`src/rtl/ctr_e.sv`:
```
// ============================================================================
// Module   : ctr_e
// Purpose  : Execute-stage control slice: D/E instruction register plus E-stage
//            decode. Optional multiply/divide busy tracking under MULTDIV_EN.
// Revision : 1.0
// ============================================================================
`default_nettype none

module ctr_e #(
  parameter int MULT_CYCLES = 5,
  parameter int DIV_CYCLES  = 10
) (
  input  logic       clk,
  input  logic       reset,
  input  logic [5:0] op_12,
  input  logic [5:0] func_12,
  input  logic [4:0] rt_12,
  input  logic [4:0] rd_12,
  input  logic       flush_E,
  output logic [5:0] op_23,
  output logic [5:0] func_23,
  output logic [2:0] ALUOp_E,
  output logic       ALUSrc_E,
  output logic       ExtOp_E,
  output logic [4:0] A3_E,
  output logic       RegWr_E,
  output logic [1:0] WDSel_E,
  output logic [1:0] Tnew_E,
  output logic       md_busy_E,
  output logic       md_stall
);

  localparam logic [5:0] c_op_rtype = 6'b000000;
  localparam logic [5:0] c_op_ori   = 6'b001101;
  localparam logic [5:0] c_op_lui   = 6'b001111;
  localparam logic [5:0] c_op_lw    = 6'b100011;
  localparam logic [5:0] c_op_sw    = 6'b101011;
  localparam logic [5:0] c_op_beq   = 6'b000100;
  localparam logic [5:0] c_op_j     = 6'b000010;
  localparam logic [5:0] c_op_jal   = 6'b000011;

  localparam logic [5:0] c_fn_addu  = 6'b100001;
  localparam logic [5:0] c_fn_subu  = 6'b100011;
  localparam logic [5:0] c_fn_jr    = 6'b001000;

  localparam logic [2:0] c_alu_add  = 3'b000;
  localparam logic [2:0] c_alu_sub  = 3'b001;
  localparam logic [2:0] c_alu_or   = 3'b010;
  localparam logic [2:0] c_alu_lui  = 3'b011;

  localparam logic [1:0] c_wd_alu   = 2'b00;
  localparam logic [1:0] c_wd_mem   = 2'b01;
  localparam logic [1:0] c_wd_pc8   = 2'b10;
  localparam logic [1:0] c_wd_md    = 2'b11;

  localparam logic [4:0] c_ra       = 5'd31;

  // --------------------------------------------------------------------------
  // D/E pipeline register
  // --------------------------------------------------------------------------
  logic [5:0] op_q,   op_d;
  logic [5:0] func_q, func_d;
  logic [4:0] rt_q,   rt_d;
  logic [4:0] rd_q,   rd_d;

  always_comb begin
    op_d   = op_12;
    func_d = func_12;
    rt_d   = rt_12;
    rd_d   = rd_12;
    if (flush_E) begin
      op_d   = '0;
      func_d = '0;
      rt_d   = '0;
      rd_d   = '0;
    end
  end

  always_ff @(posedge clk or posedge reset) begin
    if (reset) begin
      op_q   <= '0;
      func_q <= '0;
      rt_q   <= '0;
      rd_q   <= '0;
    end else begin
      op_q   <= op_d;
      func_q <= func_d;
      rt_q   <= rt_d;
      rd_q   <= rd_d;
    end
  end

  assign op_23   = op_q;
  assign func_23 = func_q;

  // --------------------------------------------------------------------------
  // Instruction recognition on the registered fields
  // --------------------------------------------------------------------------
  logic w_rtype;
  logic w_is_addu, w_is_subu, w_is_ori, w_is_lui, w_is_lw, w_is_sw;
  logic w_is_beq, w_is_j, w_is_jal, w_is_jr;
  logic w_is_mult, w_is_div, w_is_mfhi, w_is_mflo;

  assign w_rtype   = (op_q == c_op_rtype);
  assign w_is_addu = w_rtype && (func_q == c_fn_addu);
  assign w_is_subu = w_rtype && (func_q == c_fn_subu);
  assign w_is_jr   = w_rtype && (func_q == c_fn_jr);
  assign w_is_ori  = (op_q == c_op_ori);
  assign w_is_lui  = (op_q == c_op_lui);
  assign w_is_lw   = (op_q == c_op_lw);
  assign w_is_sw   = (op_q == c_op_sw);
  assign w_is_beq  = (op_q == c_op_beq);
  assign w_is_j    = (op_q == c_op_j);
  assign w_is_jal  = (op_q == c_op_jal);

`ifdef MULTDIV_EN
  localparam logic [5:0] c_fn_mult = 6'b011000;
  localparam logic [5:0] c_fn_div  = 6'b011010;
  localparam logic [5:0] c_fn_mfhi = 6'b010000;
  localparam logic [5:0] c_fn_mflo = 6'b010010;

  assign w_is_mult = w_rtype && (func_q == c_fn_mult);
  assign w_is_div  = w_rtype && (func_q == c_fn_div);
  assign w_is_mfhi = w_rtype && (func_q == c_fn_mfhi);
  assign w_is_mflo = w_rtype && (func_q == c_fn_mflo);
`else
  assign w_is_mult = 1'b0;
  assign w_is_div  = 1'b0;
  assign w_is_mfhi = 1'b0;
  assign w_is_mflo = 1'b0;
`endif

  // --------------------------------------------------------------------------
  // E-stage control decode
  // --------------------------------------------------------------------------
  logic       w_wr_class;
  logic [4:0] w_a3;

  always_comb begin
    ALUOp_E    = c_alu_add;
    ALUSrc_E   = 1'b0;
    ExtOp_E    = 1'b0;
    w_a3       = 5'd0;
    w_wr_class = 1'b0;
    WDSel_E    = c_wd_alu;
    Tnew_E     = 2'd0;

    if (w_is_subu || w_is_beq) ALUOp_E = c_alu_sub;
    else if (w_is_ori)         ALUOp_E = c_alu_or;
    else if (w_is_lui)         ALUOp_E = c_alu_lui;

    ALUSrc_E = w_is_ori || w_is_lui || w_is_lw || w_is_sw;
    ExtOp_E  = w_is_lw || w_is_sw || w_is_beq;

    if (w_is_addu || w_is_subu || w_is_mfhi || w_is_mflo) begin
      w_a3       = rd_q;
      w_wr_class = 1'b1;
    end else if (w_is_ori || w_is_lui || w_is_lw) begin
      w_a3       = rt_q;
      w_wr_class = 1'b1;
    end else if (w_is_jal) begin
      w_a3       = c_ra;
      w_wr_class = 1'b1;
    end

    if (w_is_lw)                     WDSel_E = c_wd_mem;
    else if (w_is_jal)               WDSel_E = c_wd_pc8;
    else if (w_is_mfhi || w_is_mflo) WDSel_E = c_wd_md;

    if (w_is_lw)
      Tnew_E = 2'd2;
    else if (w_is_addu || w_is_subu || w_is_ori || w_is_lui || w_is_mfhi || w_is_mflo)
      Tnew_E = 2'd1;
  end

  // Writes targeting $0 are architecturally dropped, so never advertise them.
  assign A3_E    = w_a3;
  assign RegWr_E = w_wr_class && (w_a3 != 5'd0);

  // j and jr carry no E-stage controls beyond the nop defaults.
  logic w_unused_jumps;
  assign w_unused_jumps = w_is_j | w_is_jr;

  // --------------------------------------------------------------------------
  // Multiply/divide busy tracking
  // --------------------------------------------------------------------------
`ifdef MULTDIV_EN
  logic [3:0] cnt_q, cnt_d;
  logic       w_start;
  logic       w_d_is_md;

  assign w_start = w_is_mult || w_is_div;

  always_comb begin
    cnt_d = cnt_q;
    if (w_start)
      cnt_d = w_is_div ? 4'(DIV_CYCLES) : 4'(MULT_CYCLES);
    else if (cnt_q != 4'd0)
      cnt_d = cnt_q - 4'd1;
  end

  // The counter deliberately ignores flush_E: a bubble in E must not cancel
  // an operation already in flight.
  always_ff @(posedge clk or posedge reset) begin
    if (reset) cnt_q <= 4'd0;
    else       cnt_q <= cnt_d;
  end

  assign w_d_is_md = (op_12 == c_op_rtype) &&
                     ((func_12 == c_fn_mult) || (func_12 == c_fn_div) ||
                      (func_12 == c_fn_mfhi) || (func_12 == c_fn_mflo));

  assign md_busy_E = (cnt_q != 4'd0);
  assign md_stall  = w_d_is_md && (w_start || md_busy_E);
`else
  logic [3:0] w_unused_cfg;
  assign w_unused_cfg = 4'(MULT_CYCLES) ^ 4'(DIV_CYCLES);

  assign md_busy_E = 1'b0;
  assign md_stall  = 1'b0;
`endif

endmodule

`default_nettype wire

```
`config.mk`:
```
export PLATFORM = sky130hd
export DESIGN_NAME = ctr_e
export DESIGN_NICKNAME = d
export VERILOG_FILES = /design/src/rtl/ctr_e.sv
export SDC_FILE = /design/constraint.sdc
export NUM_CORES = 1
export LEC_CHECK = 0
export CORE_MARGIN = 2
export CORE_UTILIZATION = 41
export CTS_CLUSTER_SIZE = 10
export DETAILED_ROUTE_END_ITERATION = 8
export GPL_ROUTABILITY_DRIVEN = 0
export PLACE_DENSITY = 0.83
export RECOVER_POWER = 50
export SKIP_CTS_REPAIR_TIMING = 1
export SLEW_MARGIN = 10
export SYNTH_ARGS = -nofsm -noshare
export SYNTH_HDL_FRONTEND = slang
export SYNTH_SLANG_ARGS = --single-unit
```
`constraint.sdc`:
```
create_clock -name clk -period 3.5 [get_ports clk]
set_clock_uncertainty 0.15 [all_clocks]
set_input_delay 0.35 -clock clk [delete_from_list [all_inputs] [get_ports clk]]
set_output_delay 0.35 -clock clk [all_outputs]
set_load 0.01 [all_outputs]
```
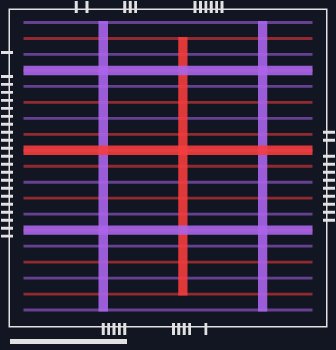
(power grid)
The bar under the picture is 20 um long. Pins as bars on the die edge.
legend:
  VDD:
    colour: red
  VSS:
    colour: purple
signal pins: 54
met1 rails: 19

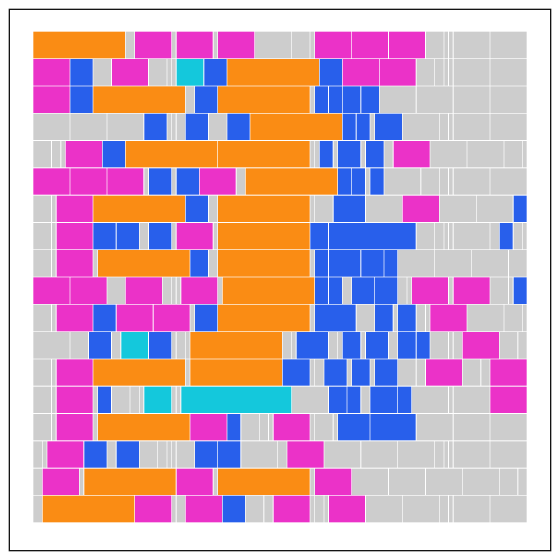
(placed cells, one colour a class)
Fill, decap, tap and diode cells in grey.
legend:
  remaining logic cells:
    colour: blue
    cells: 72
  remaining buffers and delay cells:
    colour: magenta
    cells: 50
  registers:
    colour: orange
    cells: 22
  clock drivers and dummy loads:
    colour: cyan
    cells: 4

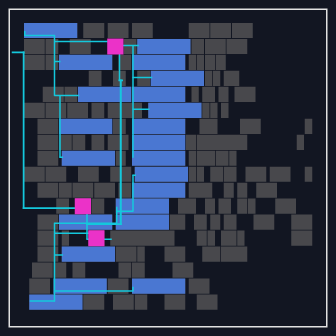
(clock network drawn from the DEF)
legend:
  clock wires:
    colour: cyan
    length: 216 um
  clock-net drivers:
    colour: magenta
    count: 3
  flip-flops:
    colour: blue
    count: 22
routed clock nets: 4

==> results.yml <==
# implementation run metrics
logic_synthesis:
  ys_cells: 99
  synth_area_mm2: 0.00102
  yosys.area_share.aoi: 0.0775
  adder_share: 0
  ys_types: 27
  synth_flop_count: 22
  synth.top_cell.area_share: 0.541
  synthFlopType: "dfrtp_1"
  synth_cells: 99
  synth_warnings: 0
  top_cells_by_area: "dfrtp_1 54%, nor2b_1 14%, buf_4 3.7%, a21oi_1 3.4%, nor2_1 3.3%"
  mux_share: 0
  synth_top_cell_by_area: "dfrtp_1"
  simple_gate_share: 0.326
  synth-edff-count: 0
  ys_sh_xor: 0
  synthTopCellsByCount: "22 x dfrtp_1, 22 x nor2b_1, 9 x nor2_1"
  ys_chip_area_mm2: 0.00102
timing:
  hold_viol: 0
  fmax_ghz: 0.305
  fin_crit_sh: 0.936
  final_max_slew_viol_count: 0
  setup_viol: 0
  rsz0062_at_grt: "false"
  fin_ws_ns: 0.224
  tightest_slew_ns: 0.751
  fin_tns_setup_ns: 0
  fin_crit_ns: 3.28
  slew_headroom: 0.499
layout:
  final-clk-cell-share: 0.0335
  area.growth.synth_to_final_pct: 54.4
  comb_share: 0.269
  fin_util: 0.652
  layout_top_cells: "48 x clkdlybuf4s50_1, 22 x nor2b_1, 22 x dfrtp_1, 9 x nor2_1, 7 x a21oi_1"
  regArea_um2: 551
  finalNetCount: 174
  comb_area_um2: 422
  buffers_excl_clock: 50
  inv_count: 2
  drive_above_1_share: 0.0676
  finalNonFillerCells: 178
  final_cell_area_mm2: 0.00157
  layout_top_cell: "clkdlybuf4s50_1"
  largestClassByArea: "registers"
  buf_share: 0.319
  logic_gate_count: 70
routing:
  vias: 831
  met1_length_um: 858
  met2_length_um: 1050
  postRouteAntennaNets: 0
  drtPass1Iterations: 4
  finalWirelength_um: 2140
  route.detailed.drc: 0
  routed.top_layer: "met4"
  wl_per_cell_um: 12.0
  vias_per_cell: 4.67
  drt_iter0_markers: 9
die:
  die_h_um: 53.8
  die_area_mm2: 0.00290
  rows: 18
  core_mm2: 0.00241
  initial_core_util: 0.422
  tap_cells: 30
  io_pins: 54
setup_path:
  critPathTopFamily: "simple AND/OR/NAND/NOR gates"
  worst_ep_arrival_time_ns: 2.78
  cp-endpoint: "RegWr_E"
  critical_path.startpoint_type: "flop"
  worst-path-buf-inv: 1
  required_ns: 3.00
  cp_max_fo: 7
  path_cells: "or4_4 -> nand4b_4 -> nor2_1 -> a21oi_1 -> or4_1 -> clkdlybuf4s50_1"
  cp-startpoint: "op_23[2]$_DFF_PP0_"
  cp_slowest_cell: "or4_4"
power_and_ir_drop:
  power.density_mw_per_mm2: 355
  p_seq_frac: 0.497
  comb-power_uw: 90.2
  comb_power_share: 0.162
  switching_power_uw: 118
  leakage_uw: 0.000681
  ir_worst_vdd_mv: 0.453
  intPower_uw: 439
  p_total_uw: 557
  seq_cell_power_uw: 277
  clockPowerShare: 0.341
  power-top-group: "registers"
grt:
  grt_max_degree: 23
  use_met2: 0.272
  met1_usage: 0.196
  grt-busiest-layer: "met2"
  grtUsageMet3: 0.0306
  grt_util_all_layers: 0.166
  grt_pass1_wl_um: 3330
  grt_pass1_vias: 784
  overflow: 0
run_status:
  status: "complete, no violations"
cts:
  cts.sinks: 22
  cts_tree: "yes"
  clk_pin_slew_ns: 0.11
  cts_max_level: 1
  clockBufferDepth: 2
  cts-root-buf: "clkbuf_4"
min_path:
  hp-class: "in -> reg"
  hp-start: "rd_12[3]"
  holdPathEnd: "rd_q[3]$_DFF_PP0_"
place:
  preCtsSetupSlack_ns: 0.559
  placed_cell_area_mm2: 0.00152
  place_inst: 174
  portBuffers: 50
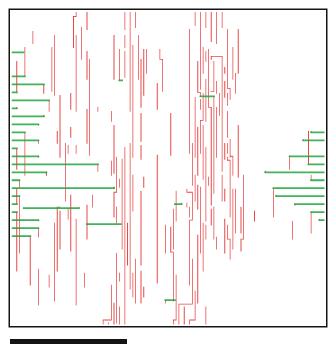
(wiring by layer)
The bar under the picture is 20 um long. Only two layers are drawn.
legend:
  M3:
    colour: green
    wire_length: 162 um
  M2:
    colour: red
    wire_length: 1050 um

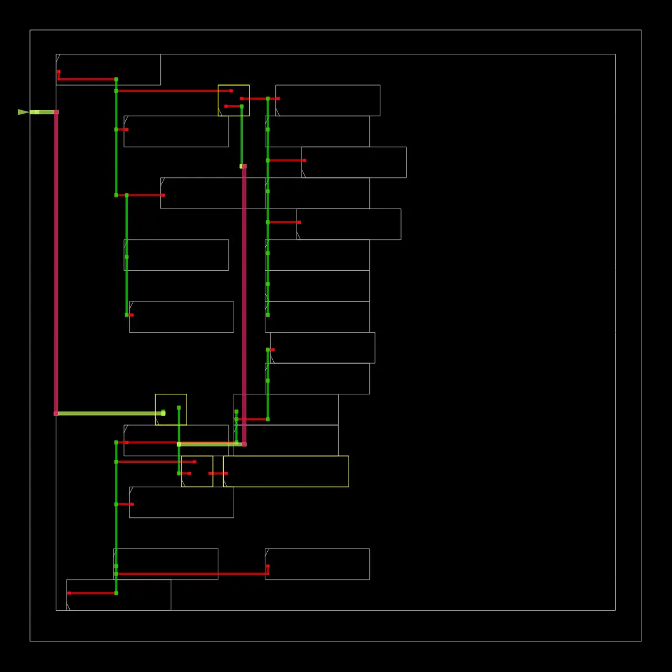
(clock routing)
Num CTS Buffers: 3
Flop Count: 22
CLK BUF: 3
Power Clock: 190 uW

Power is estimated from default activity; no workload was simulated.
